File: src/rtl/text_lcd_pkg.sv
// Shared types and timing defaults for the text LCD reader and writer.
// Reader state encoding and RS register-select constants live here too.
package text_lcd_pkg;

  typedef enum logic [2:0] {
    RD_IDLE,
    RD_SETUP,
    RD_E_HI_H,
    RD_E_LO_H,
    RD_E_HI_L,
    RD_E_LO_L,
    RD_DONE
  } rd_state_t;

  localparam logic LCD_RS_CMD  = 1'b0;
  localparam logic LCD_RS_DATA = 1'b1;

  localparam int TSU_CYC_DEF   = 4;
  localparam int EPW_CYC_DEF   = 25;
  localparam int EHOLD_CYC_DEF = 25;
  localparam int POLL_MAX_DEF  = 255;

endpackage

File: src/rtl/text_lcd_phase_timer.sv
// Loadable down-counter; done is high while the count sits at zero.
// A load always wins over the decrement.
module text_lcd_phase_timer #(
  parameter int W = 16
) (
  input  logic         clk,
  input  logic         rst,
  input  logic         load,
  input  logic [W-1:0] load_val,
  output logic         done
);

  logic [W-1:0] cnt;

  always_ff @(posedge clk) begin
    if (rst) begin
      cnt <= '0;
    end else if (load) begin
      cnt <= load_val;
    end else if (cnt != '0) begin
      cnt <= cnt - W'(1);
    end
  end

  assign done = (cnt == '0);

endmodule

File: src/rtl/text_lcd_reader.sv
// HD44780 4-bit read controller: busy/address or DDRAM/CGRAM byte reads.
// Define TEXT_LCD_READER_BUSY_POLL_EN to repeat RS=0 reads while BF=1.
module text_lcd_reader
  import text_lcd_pkg::*;
#(
  parameter int TSU_CYC   = TSU_CYC_DEF,
  parameter int EPW_CYC   = EPW_CYC_DEF,
  parameter int EHOLD_CYC = EHOLD_CYC_DEF,
  parameter int POLL_MAX  = POLL_MAX_DEF
) (
  input  logic       clk,
  input  logic       rst,
  input  logic       req,
  input  logic       req_rs,
  output logic       ready,
  input  logic [3:0] lcd_data_i,
  output logic       rs,
  output logic       rw,
  output logic       e,
  output logic       bus_rd,
  output logic [7:0] rd_data,
  output logic       rd_valid,
  output logic       busy_flag,
  output logic [6:0] addr,
  output logic       poll_timeout
);

  if (TSU_CYC < 1 || EPW_CYC < 1 || EHOLD_CYC < 1 ||
      POLL_MAX < 1 || POLL_MAX > 255) begin : g_bad_param
    $error("text_lcd_reader: timing parameter out of range");
  end

  localparam logic [15:0] TSU_LD   = 16'(TSU_CYC - 1);
  localparam logic [15:0] EPW_LD   = 16'(EPW_CYC - 1);
  localparam logic [15:0] EHOLD_LD = 16'(EHOLD_CYC - 1);

  rd_state_t   state;
  logic        tmr_load;
  logic [15:0] tmr_val;
  logic        tmr_done;
  logic        repoll;

  text_lcd_phase_timer #(.W(16)) u_timer (
    .clk      (clk),
    .rst      (rst),
    .load     (tmr_load),
    .load_val (tmr_val),
    .done     (tmr_done)
  );

`ifdef TEXT_LCD_READER_BUSY_POLL_EN
  localparam logic [7:0] POLL_LAST = 8'(POLL_MAX - 1);

  logic [7:0] poll_cnt;
  logic       give_up;
  logic       pt_q;

  assign repoll  = (rs == LCD_RS_CMD) && rd_data[7] &&
                   (poll_cnt != POLL_LAST);
  assign give_up = (rs == LCD_RS_CMD) && rd_data[7] &&
                   (poll_cnt == POLL_LAST);

  always_ff @(posedge clk) begin
    if (rst) begin
      poll_cnt <= '0;
      pt_q     <= 1'b0;
    end else begin
      pt_q <= (state == RD_DONE) && give_up;
      if (state == RD_DONE) begin
        poll_cnt <= repoll ? poll_cnt + 8'd1 : 8'd0;
      end
    end
  end

  assign poll_timeout = pt_q;
`else
  assign repoll       = 1'b0;
  assign poll_timeout = 1'b0;
`endif

  // Each phase loads its own length on entry.
  always_comb begin
    tmr_load = 1'b0;
    tmr_val  = TSU_LD;
    unique case (1'b1)
      (state == RD_IDLE): begin
        tmr_load = ready & req;
      end
      (state == RD_SETUP): begin
        tmr_load = tmr_done;
        tmr_val  = EPW_LD;
      end
      (state == RD_E_HI_H): begin
        tmr_load = tmr_done;
        tmr_val  = EHOLD_LD;
      end
      (state == RD_E_LO_H): begin
        tmr_load = tmr_done;
        tmr_val  = EPW_LD;
      end
      (state == RD_E_HI_L): begin
        tmr_load = tmr_done;
        tmr_val  = EHOLD_LD;
      end
      (state == RD_DONE): begin
        tmr_load = repoll;
      end
      default: begin
        tmr_load = 1'b0;
      end
    endcase
  end

  always_ff @(posedge clk) begin
    if (rst) begin
      state     <= RD_IDLE;
      ready     <= 1'b1;
      rs        <= 1'b0;
      rw        <= 1'b0;
      e         <= 1'b0;
      bus_rd    <= 1'b0;
      rd_data   <= '0;
      rd_valid  <= 1'b0;
      busy_flag <= 1'b0;
      addr      <= '0;
    end else begin
      rd_valid <= 1'b0;
      case (state)
        RD_IDLE: begin
          if (!ready) begin
            ready <= 1'b1;
          end else if (req) begin
            ready  <= 1'b0;
            rs     <= req_rs;
            rw     <= 1'b1;
            bus_rd <= 1'b1;
            state  <= RD_SETUP;
          end
        end
        RD_SETUP: begin
          if (tmr_done) begin
            e     <= 1'b1;
            state <= RD_E_HI_H;
          end
        end
        RD_E_HI_H: begin
          if (tmr_done) begin
            rd_data[7:4] <= lcd_data_i;
            e            <= 1'b0;
            state        <= RD_E_LO_H;
          end
        end
        RD_E_LO_H: begin
          if (tmr_done) begin
            e     <= 1'b1;
            state <= RD_E_HI_L;
          end
        end
        RD_E_HI_L: begin
          if (tmr_done) begin
            rd_data[3:0] <= lcd_data_i;
            e            <= 1'b0;
            state        <= RD_E_LO_L;
          end
        end
        RD_E_LO_L: begin
          if (tmr_done) begin
            state <= RD_DONE;
          end
        end
        RD_DONE: begin
          if (rs == LCD_RS_CMD) begin
            busy_flag <= rd_data[7];
            addr      <= rd_data[6:0];
          end
          // A repeated poll keeps rs/rw/bus_rd and rereads.
          if (repoll) begin
            state <= RD_SETUP;
          end else begin
            rd_valid <= 1'b1;
            rw       <= 1'b0;
            bus_rd   <= 1'b0;
            state    <= RD_IDLE;
          end
        end
        default: begin
          state <= RD_IDLE;
        end
      endcase
    end
  end

endmodule
File: config.mk
export PLATFORM = sky130hd
export DESIGN_NAME = text_lcd_reader
export DESIGN_NICKNAME = d
export VERILOG_FILES = /design/src/rtl/text_lcd_pkg.sv /design/src/rtl/text_lcd_phase_timer.sv /design/src/rtl/text_lcd_reader.sv
export SDC_FILE = /design/constraint.sdc
export NUM_CORES = 1
export LEC_CHECK = 0
export ABC_AREA = 1
export CAP_MARGIN = 5
export CORE_MARGIN = 2
export CORE_UTILIZATION = 39
export DETAILED_ROUTE_END_ITERATION = 8
export PLACE_DENSITY = 0.67
export SLEW_MARGIN = 15
export SYNTH_ARGS = -nofsm -noshare
export SYNTH_HDL_FRONTEND = slang
export SYNTH_HIERARCHICAL = 1
export SYNTH_SLANG_ARGS = --single-unit
File: constraint.sdc
create_clock -name clk -period 2.7 [get_ports clk]
set_clock_uncertainty 0.1 [all_clocks]
set_input_delay 0.54 -clock clk [delete_from_list [all_inputs] [get_ports clk]]
set_output_delay 0.54 -clock clk [all_outputs]
set_load 0.01 [all_outputs]
Fig. 1: run 1, met1 routing
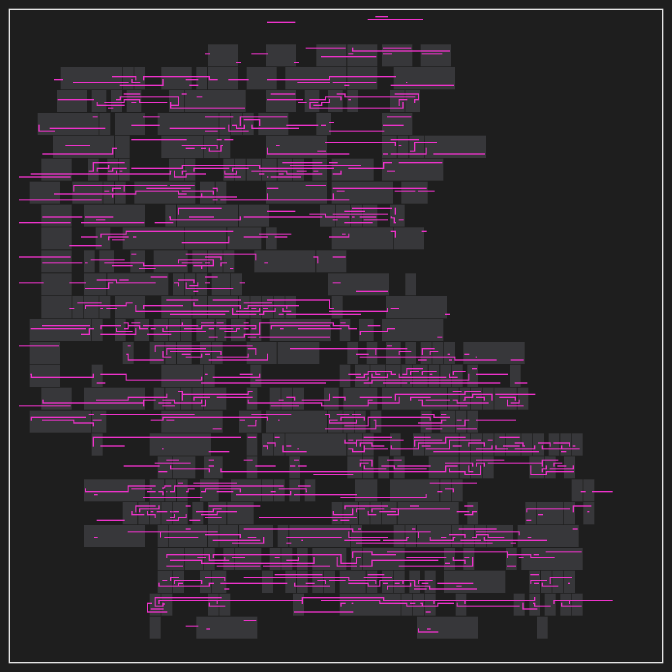
The layer holds 51% of the routed length. The longest straight run is 26.7 µm. 327 nets have wire on it. The layer carries 2,270 µm of wire. The wires run mostly horizontal.

Fig. 2: run 1, M2 wires
The bar under the picture is 20 µm long.
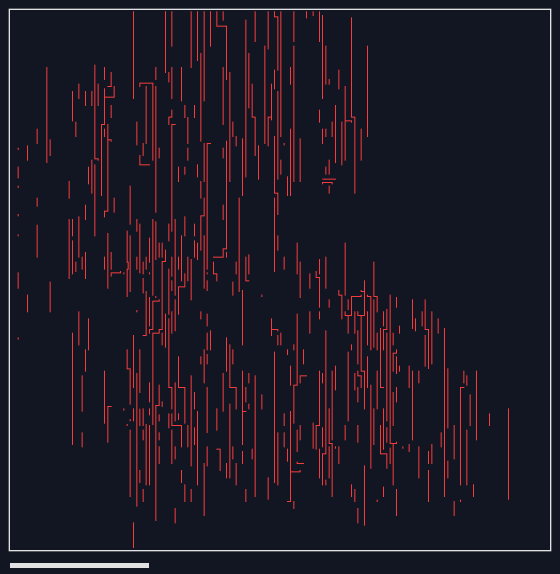
The layer carries 1,920 µm of wire. The layer holds 43% of the routed length. 256 nets have wire on it. The wires run mostly vertical. The longest straight run is 24.1 µm.

==> out/metrics.csv, run 1 <==
metric;value;unit
Top cells excl fill/tap;73 x nand2_1, 60 x nor2_1, 40 x dfxtp_1;
Fillers;489;
die height;77.46;µm
largest net degree at the start of global routing;22;
Final #Nets;358;
WS Path Type;reg2reg;
die width;77.46;µm
Hold WS;0.3756;ns
core area;5172;µm²
cycle use final;81.91;%
Yosys Instances;309;
Setup crit end kind;register;
CTS Hold Bufs;0;
Most flops, register;u_timer/cnt;
Crit path largest cell delay;0.38;ns
CTS tree;done;
fp_density;40.69;%
routed len/inst;10.65;µm
Synth Cell Area;2105;µm²
gp weighted congestion;0.8343;
I/O Pins;31;
clk root buf;clkbuf_8;
CP cell instances;inv_1, ha_1, nand2_4, nor2_8, nand4_4, inv_2, nand2_1, nand2_1, inv_1, nand3_2, nand2_1, nor2_1;
Top Family by Delay on Critical Path;simple AND/OR/NAND/NOR gates;
H-tree depth;2;
WP buf/inv;3;
Layout area overhead;22.83;%
yosys synthesis chip area;2105;µm²
max reg flops;16;
vias per cell;4.550;
Least-Margin Pin Slew;0.5122;ns
final wirelength;4472;µm
status;completed;
Util after Layout;49.98;%
clock latency on the worst-skew pair;0.30;ns
biggest regs;u_timer/cnt: 16 flops, rd_data: 8 flops, addr: 7 flops;
IO buf count;29;
initial antenna violation count;0;
worst hold path class;reg2reg;
dpl cells;412;
share of layout cells above drive strength 1;9.714;%
Setup Viol. Count Final;0;
cts bufs inserted;5;
GRT overflow;0;
max-cap viol count;0;
Synth cell types;31;
most used cell along the critical path;nand2_1;
CP max-delay cell;dfxtp_1;
first-pass GRT wire length;7624;µm
# DRC;0;
design area;2585;µm²
data arrival time of the worst path;2.29;ns
Post-synth regs;40;
vias in the first global route;1691;
YS warnings;6;
Max FO, Critical Path;12;
Antenna Diode Count;0;
Site Rows;26;
CTS Buffer Depth;2;
DP Area;2487;µm²
final hold vios;0;
fmax;452.2;MHz
post-cts sizing count;0;
Setup Fix Bufs, Post-CTS;0;
Pre-antenna DRT Iters;4;
relative slew slack;65.82;%
post-route setup TNS;0;ns
fin crit period;2.211;ns
Non-Filler Instances;420;
CP Launch Type;register;
HPWL after DPL;3244;µm
VDD IR max;0.5624;mV
register area share after synthesis;38.05;%
final worst setup slack;0.4885;ns
Final Max Tran Viols;0;
Log Warnings;26;
Power Dens Cells;1146;nW/µm²
clock-pin slew on the worst setup and hold paths;0.08;ns
Fig. 3: run 1, met3 routing
The bar under the picture is 20 µm long.
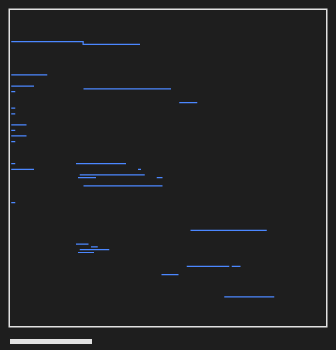
25 nets have wire on it. The wires run mostly horizontal. The longest straight run is 21.2 µm. The layer carries 201 µm of wire.

-- run 1: final cells by class --
class / count / area [µm²] / area share [%]
Clock buffer: 6 / 82.58 / 3.195
Multi-Input combinational cell: 236 / 1162 / 44.97
Clock inverter: 2 / 15.01 / 0.5808
Timing Repair Buffer: 31 / 305.3 / 11.81
Sequential cell: 40 / 800.8 / 30.98
Tap cell: 70 / 87.58 / 3.388
Inverter: 35 / 131.4 / 5.082
-- run 1: synthesized netlist by cell type --
| library cell | instances | area share, % |
|---|---|---|
| nand2_1 | 73 | 13 |
| nor2_1 | 60 | 11 |
| dfxtp_1 | 40 | 38 |
| inv_1 | 32 | 5.7 |
| o21ai_0 | 22 | 5.2 |
| nand3_1 | 18 | 4.3 |
| a21oi_1 | 16 | 3.8 |
| clkbuf_1 | 5 | 0.89 |
| nand3_2 | 5 | 2.4 |
| nor2_4 | 5 | 2.7 |
| xnor2_1 | 4 | 1.7 |
| inv_2 | 3 | 0.54 |
| nor2_2 | 3 | 0.89 |
| buf_2 | 2 | 0.48 |
| buf_4 | 2 | 0.71 |
| nand2_4 | 2 | 1.1 |
| nand4_1 | 2 | 0.59 |
| xor2_1 | 2 | 0.83 |
| a22oi_1 | 1 | 0.36 |
| buf_6 | 1 | 0.54 |
| conb_1 | 1 | 0.18 |
| ha_1 | 1 | 0.59 |
| nand2_2 | 1 | 0.30 |
| nand4_4 | 1 | 1.0 |
| nor2_8 | 1 | 0.95 |
| nor3_2 | 1 | 0.48 |
| o21ai_1 | 1 | 0.24 |
| o21ai_2 | 1 | 0.42 |
| o21bai_1 | 1 | 0.36 |
| o22ai_1 | 1 | 0.30 |
| xor2_2 | 1 | 0.77 |
-- run 1: cell families after synthesis --
group | after synthesis | synth area share (%)
and+or+nand+nor | 172 | 38.35
buffers and inverters | 45 | 8.859
AOI/OAI and AO/OA | 43 | 10.70
DFF | 40 | 38.05
xor gates and xnor gates | 7 | 3.270
adders and majority gates | 1 | 0.5944
other | 1 | 0.1782
-- run 1: worst paths after layout --
check | start | to | slack (ns) | depth (start not counted)
setup / recovery | u_timer/cnt[0]$_SDFFE_PP0P_ | u_timer/cnt[3]$_SDFFE_PP0P_ | 0.49 | 12
hold / removal | rd_data[0]$_SDFFE_PP0P_ | addr[0]$_SDFFE_PP0P_ | 0.38 | 2
setup reg to reg | u_timer/cnt[0]$_SDFFE_PP0P_ | u_timer/cnt[3]$_SDFFE_PP0P_ | 0.49 | 12
hold reg to reg | rd_data[0]$_SDFFE_PP0P_ | addr[0]$_SDFFE_PP0P_ | 0.38 | 2
-- run 1: report_power, final --
| part | switching, mW | internal, mW | leakage, nW |
|---|---|---|---|
| combinational | 1.02 | 0.604 | 0.813 |
| clock | 0.226 | 0.207 | 0.0434 |
| sequential | 0.165 | 0.746 | 0.327 |
-- run 1: layer usage --
layer / wire [µm] / GRT usage [%] / vias to the layer above / part of all wire [%]
met1: 2270 / 22.66 / 823 / 51
met4: 76 / 6.607 / 0 / 1.7
li1: - / - / 1035 / -
met3: 201 / 4.186 / 6 / 4.5
met2: 1924 / 23.13 / 47 / 43
met5: 0 / 0 / - / 0
--- run 2 (diff from run 1) ---
PLACE_DENSITY = 0.69   (was 0.67)
clock period = 1.8 ns   (was 2.7 ns; I/O delays follow)
Fig. 4: run 2, met3 routing
The bar under the picture is 20 µm long.
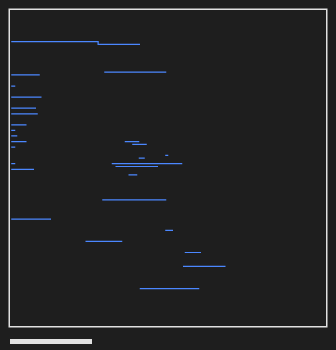
The wires run mostly horizontal. The longest straight run is 21.2 µm. 23 nets have wire on it.

Fig. 5: run 2, met1 routing
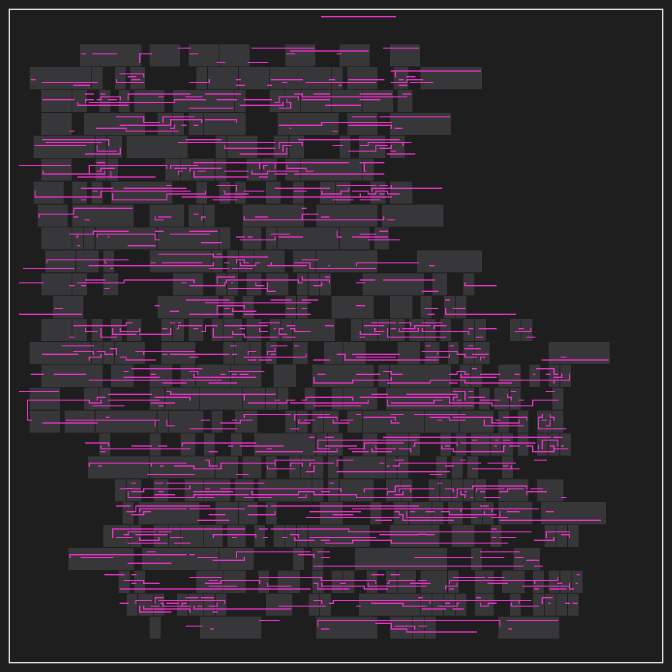
The wires run mostly horizontal. 352 nets have wire on it. The layer carries 2,450 µm of wire. The longest straight run is 24.8 µm. The layer holds 50% of the routed length.

Fig. 6: run 2, M2 wires
The bar under the picture is 20 µm long.
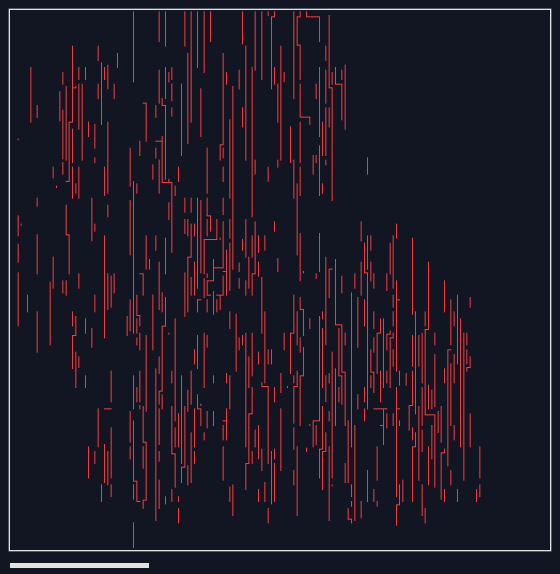
The wires run mostly vertical. The layer holds 45% of the routed length.

==> run 2 against run 1 <==
Compared with the run above:
- clock power is 68% higher
- sequential cell count stayed put
- synthesized cell count stayed put
- critical path type is now reg2out
- largest cell class unchanged
- largest power group unchanged
==> out/metrics.csv, run 2 <==
metric;value;unit;change
status;completed;;unchanged
vias in the first global route;1796;;was 1,691
Pre-antenna DRT Iters;4;;unchanged
post-synth top area share;38.05;%;unchanged
IO buf count;29;;unchanged
top cell type by total area after synthesis;dfxtp_1;;unchanged
dominant kind of combinational cell;simple AND/OR/NAND/NOR gates;;unchanged
CTS Buffer Depth;2;;unchanged
post-synthesis simple-gate area fraction;38.35;%;unchanged
Site Rows;26;;unchanged
register area share after synthesis;38.05;%;unchanged
I/O Pins;31;;unchanged
VDD IR max;0.9011;mV;was 0.5624 mV
die height;77.46;µm;unchanged
DP Area;2660;µm²;was 2487 µm²
first-pass GRT wire length;8100;µm;was 7624 µm
biggest regs;u_timer/cnt: 16 flops, rd_data: 8 flops, addr: 7 flops;;unchanged
worst reg2reg path depth;13;;was 12
design area;2850;µm²;was 2585 µm²
R2R Path End;u_timer/cnt[1]$_SDFFE_PP0P_;;was u_timer/cnt[3]$_SDFFE_PP0P_
YS warnings;6;;unchanged
final wirelength;4928;µm;was 4472 µm
die width;77.46;µm;unchanged
top cells by count;73 x nand2_1, 60 x nor2_1, 40 x dfxtp_1;;unchanged
flop-to-flop setup slack;0.09;ns;was 0.49 ns
fmax;583.6;MHz;
max-cap viol count;0;;unchanged
fp_density;40.69;%;unchanged
count of library flops with an enable pin;0;;unchanged
Post-synth ARST share;0;%;unchanged
Top cells excl fill/tap;70 x nand2_1, 56 x nor2_1, 36 x dfxtp_1;;was 73 x nand2_1, 60 x nor2_1, 40 x dfxtp_1
Setup crit end kind;output port;;was register
max reg flops;16;;unchanged
CP Launch Type;register;;unchanged
clock-pin slew on the worst setup and hold paths;0.08;ns;about the same
cycle use final;95.19;%;
largest net degree at the start of global routing;21;;was 22
Antenna Diode Count;0;;unchanged
Synth Cell Area;2105;µm²;unchanged
Mux cell area share;0;%;unchanged
fin crit period;1.713;ns;
clk root buf;clkbuf_8;;unchanged
WP buf/inv;1;;was 3
Crit path largest cell delay;0.56;ns;was 0.38 ns
WS Path Type;reg2out;;was reg2reg
Post-synth regs;40;;unchanged
cts bufs inserted;5;;unchanged
Most flops, register;u_timer/cnt;;unchanged
gp weighted congestion;0.8401;;was 0.8343
routed len/inst;11.12;µm;was 10.65 µm
Min-Delay Path Depth;2;;unchanged
Final Max Tran Viols;0;;unchanged
GRT overflow;0;;unchanged
final worst setup slack;0.08654;ns;was 0.4885 ns
Top Family by Delay on Critical Path;buffers and inverters;;was simple AND/OR/NAND/NOR gates
top cells, area;dfxtp_1 38%, nand2_1 13%, nor2_1 11%, inv_1 5.7%, o21ai_0 5.2%;;unchanged
Post-Synth XOR/XNOR Area;3.270;%;unchanged
core area;5172;µm²;unchanged
yosys synthesis chip area;2105;µm²;unchanged
CP cell instances;clkdlybuf4s50_1;;was inv_1, ha_1, nand2_4, nor2_8, nand4_4, inv_2, nand2_1, nand2_1, inv_1, nand3_2, nand2_1, nor2_1
Hold Startpoint;e$_SDFFE_PP0P_;;was rd_data[0]$_SDFFE_PP0P_
Synth Area in Adders;0.5945;%;unchanged
Log Warnings;26;;unchanged
clock latency on the worst-skew pair;0.29;ns;was 0.30 ns
Reg-to-Reg Start;u_timer/cnt[0]$_SDFFE_PP0P_;;unchanged
main flop type;dfxtp_1;;unchanged
Final #Nets;381;;was 358
Yosys Instances;309;;unchanged
Max FO, Critical Path;3;;was 12
==> run 2: cells by family after synthesis <==
family          after synthesis
simple gates                172
flops                        40
other cells                   1
compound gates               43
fa+ha+maj                     1
buf+inv                      45
xor+xnor                      7
==> run 2: worst max-delay path by stage <==
stage / startpoint / end / cells after the start / slack, ns
after floorplan: u_timer/cnt[0]$_SDFFE_PP0P_ / u_timer/cnt[2]$_SDFFE_PP0P_ / 12 / 0.005
after global placement: req / u_timer/cnt[1]$_SDFFE_PP0P_ / 9 / 0.003
after detailed placement: req / u_timer/cnt[0]$_SDFFE_PP0P_ / 9 / -0.04
after CTS: u_timer/cnt[0]$_SDFFE_PP0P_ / u_timer/cnt[0]$_SDFFE_PP0P_ / 12 / 0.005
after global routing: u_timer/cnt[8]$_SDFFE_PP0P_ / u_timer/cnt[1]$_SDFFE_PP0P_ / 12 / -0.03
final: rs$_SDFFE_PP0P_ / rs / 1 / 0.09
==> run 2: power breakdown <==
part	switching, mW	internal [mW]
Clock	0.316	0.412
Combinational	1.76	1.24
Sequential	0.209	1.13
==> run 2: metal layers <==
layer,part of all wire (%),track usage (%),up-vias,routed length [µm]
li1,-,-,1082,-
met3,3.8,3.140,6,188
met4,1.3,5.893,0,66
met5,0,0,-,0
met1,50,22.75,924,2454
met2,45,26.26,38,2218
==> run 2: metrics by stage <==
| stage | hold slack (ns) | setup TNS (ns) | util, % | instances |
|---|---|---|---|---|
| after floorplan | 0.3291 | 0 | - | 321 |
| after global placement | 0.3629 | 0 | 51.43 | 431 |
| after detailed placement | 0.3546 | -0.2520 | 51.43 | 431 |
| after CTS | 0.3747 | 0 | 53.51 | 439 |
| after global routing | 0.3979 | -0.03288 | 55.10 | 443 |
| final | 0.3683 | 0 | 55.10 | 443 |
==> run 2: cell type report <==
class                   count  area (µm²)
clock buffers               6       72.57
clock inverters             2       35.03
fillers                   508        2322
inverters                  35       136.4
multi-input cells         236        1219
flip-flops and latches     40       805.8
well taps                  70       87.58
repair buffers             54       494.2
==> run 2: timing repair <==
item / 4_1_cts / 5_1_grt
resized: 0 / 21
hold buffers: 0 / 0
buffers inserted: 0 / 4
setup endpoints to repair: 0 / 22
--- run 3 (diff from run 2) ---
GPL_TIMING_DRIVEN = 0   (was default)
Fig. 7: run 3, M2 wires
The bar under the picture is 20 µm long.
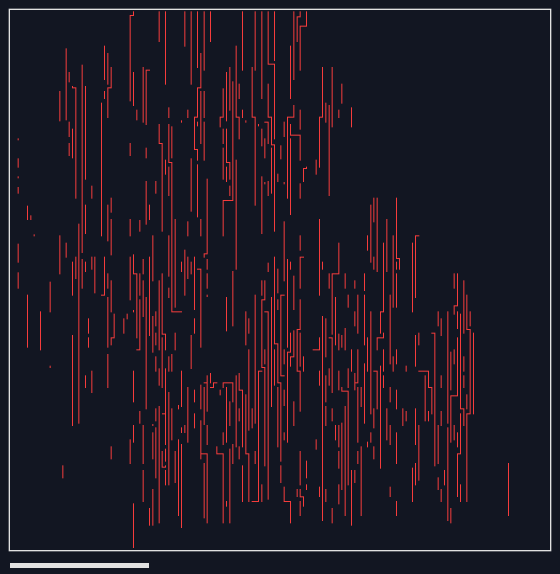
The longest straight run is 29.2 µm. The layer carries 2,290 µm of wire.

Fig. 8: run 3, met3 routing
The bar under the picture is 20 µm long.
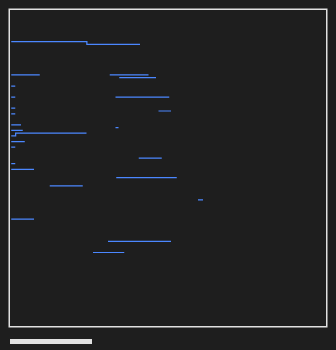
The longest straight run is 18.4 µm. 22 nets have wire on it. The wires run mostly horizontal.

==> run 3 against run 2 <==
Compared with the run above:
- sequential share of layout area decreased by 0.31 points
- first-iteration DRC count decreased by 34%
- utilization increased by 0.53 points
- clock power about the same
- die area unchanged
- hold slack improved by 0.0045 ns
- synthesized area unchanged
- critical endpoint is now u_timer/cnt[1]$_SDFFE_PP0P_
==> out/metrics.csv, run 3 <==
metric;value;unit;change
status;completed;;unchanged
CTS Buffer Depth;2;;unchanged
first-pass GRT wire length;7976;µm;was 8100 µm
Synth cell types;31;;unchanged
Top cells excl fill/tap;70 x nand2_1, 59 x nor2_1, 37 x dfxtp_1;;was 70 x nand2_1, 56 x nor2_1, 36 x dfxtp_1
Util after Layout;55.64;%;was 55.10%
drt first-iter violations;60;;was 91
Log Warnings;27;;was 26
CTS tree;done;;unchanged
Power Dens Cells;1800;nW/µm²;was 1779 nW/µm²
final wirelength;4896;µm;was 4928 µm
fp_density;40.69;%;unchanged
top cells, area;dfxtp_1 38%, nand2_1 13%, nor2_1 11%, inv_1 5.7%, o21ai_0 5.2%;;unchanged
GRT overflow;0;;unchanged
worst hold path class;reg2reg;;unchanged
YS warnings;6;;unchanged
die width;77.46;µm;unchanged
post-synth top area share;38.05;%;unchanged
routed len/inst;11.08;µm;was 11.12 µm
fin crit period;1.795;ns;was 1.713 ns
chip area;6000;µm²;unchanged
count leader, synth;nand2_1;;unchanged
HPWL after DPL;3375;µm;was 3536 µm
top cells by count;73 x nand2_1, 60 x nor2_1, 40 x dfxtp_1;;unchanged
final worst setup slack;0.004697;ns;was 0.08654 ns
max reg flops;16;;unchanged
vias in the first global route;1760;;was 1,796
cts bufs inserted;5;;unchanged
Max FO, Critical Path;5;;was 3
vias per cell;4.536;;was 4.628
count of library flops with an enable pin;0;;unchanged
Fillers;490;;was 508
Clock Sinks;40;;unchanged
Yosys Instances;309;;unchanged
Layout area overhead;36.74;%;was 35.43%
Post-synth ARST share;0;%;unchanged
CP Launch Type;register;;unchanged
H-tree depth;2;;unchanged
max-cap viol count;0;;unchanged
clock-pin slew on the worst setup and hold paths;0.08;ns;about the same
die height;77.46;µm;unchanged
initial antenna violation count;0;;unchanged
WS Path Type;reg2reg;;was reg2out
Hold WS;0.3727;ns;was 0.3683 ns
data arrival time of the worst path;1.85;ns;was 1.25 ns
# DRC;0;;unchanged
final hold vios;0;;unchanged
main flop type;dfxtp_1;;unchanged
VDD IR max;0.9121;mV;was 0.9011 mV
Post-synth regs;40;;unchanged
largest net degree at the start of global routing;14;;was 21
register area share after synthesis;38.05;%;unchanged
fmax;557.0;MHz;was 583.6 MHz
Comb gate area;1245;µm²;was 1219 µm²
Setup Viol. Count Final;0;;unchanged
Total Routing Usage GR;16.47;%;was 16.65%
IO buf count;29;;unchanged
Pre-antenna DRT Iters;4;;unchanged
top cell type by total area after synthesis;dfxtp_1;;unchanged
I/O Pins;31;;unchanged
Site Rows;26;;unchanged
core area;5172;µm²;unchanged
Antenna Diode Count;0;;unchanged
biggest regs;u_timer/cnt: 16 flops, rd_data: 8 flops, addr: 7 flops;;unchanged
clock latency on the worst-skew pair;0.29;ns;about the same
Synth Area per Inst;6.811;µm²;unchanged
share of layout cells above drive strength 1;18.55;%;was 19.84%
yosys synthesis chip area;2105;µm²;unchanged
Final #Nets;380;;was 381
Final Max Tran Viols;0;;unchanged
clk root buf;clkbuf_8;;unchanged
Fig. 9: run 3, met1 routing
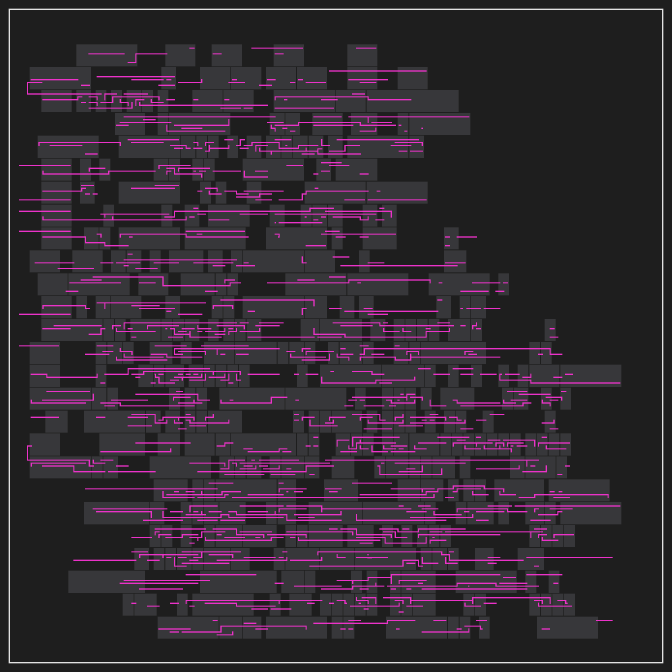
The wires run mostly horizontal. 355 nets have wire on it.

-- run 3: critical path, stage by stage, from the launching register on --
cell     delay, ns
dfxtp_2       0.33
inv_2         0.08
ha_4          0.17
nand2_8       0.07
nor2_8        0.13
nand4_4       0.10
inv_4         0.11
nand2_4       0.07
nand2_8       0.11
inv_8         0.05
buf_2         0.15
nand4_1       0.11
a21oi_1       0.07
-- run 3: layout make-up --
type,count,area share [%]
flip-flops and latches,40,27.96
repair buffers,43,14.26
multi-input cells,236,43.26
inverters,35,4.913
plain buffers,10,2.696
clock inverters,3,1.478
well taps,70,3.043
clock buffers,5,2.391
-- run 3: metrics by stage --
stage	std cells	setup TNS, ns	instance area, µm²
after global routing	442	-0.8381	2878
after floorplan	321	0	2177
after CTS	433	0	2721
after global placement	420	-5.609	2555
final	442	0	2878
after detailed placement	420	-5.738	2555
-- run 3: logic make-up after synthesis --
logic type               synth area share [%]
AND-OR/OR-AND                           10.70
adder cells (fa/ha/maj)                0.5944
AND/OR/NAND/NOR                         38.35
flip-flops                              38.05
other                                  0.1782
XOR/XNOR                                3.270
buffers and inverters                   8.859
-- run 3: path summary, 6_finish.rpt --
path                            cells after the start                   startpoint                          end
worst max-delay path                               12  u_timer/cnt[0]$_SDFFE_PP0P_  u_timer/cnt[1]$_SDFFE_PP0P_
worst min-delay path                                2               e$_SDFFE_PP0P_               e$_SDFFE_PP0P_
worst max register to register                     12  u_timer/cnt[0]$_SDFFE_PP0P_  u_timer/cnt[1]$_SDFFE_PP0P_
worst min register to register                      2               e$_SDFFE_PP0P_               e$_SDFFE_PP0P_
-- run 3: metal layers --
| metal | GRT usage (%) | vias up | share of wire, % |
|---|---|---|---|
| met5 | 0 | - | 0 |
| met4 | 4.821 | 0 | 0.82 |
| met3 | 3.837 | 4 | 3.3 |
| met2 | 26.87 | 34 | 47 |
| met1 | 21.72 | 890 | 49 |
| li1 | - | 1077 | - |
-- run 3: power by group --
group / switching [mW] / internal, mW
Sequential: 0.242 / 1.13
Combinational: 1.77 / 1.32
Clock: 0.315 / 0.410
Total: 2.33 / 2.85
-- run 3: repair_timing --
item                                    4_1_cts  5_1_grt
endpoints found under the setup margin       25       27
gates cloned                                  0        2
pin swaps                                     1       11
gates resized                                 6       23
setup buffers                                 5        7
endpoints found under the hold margin         0        0
Power is estimated from default activity; no workload was simulated.
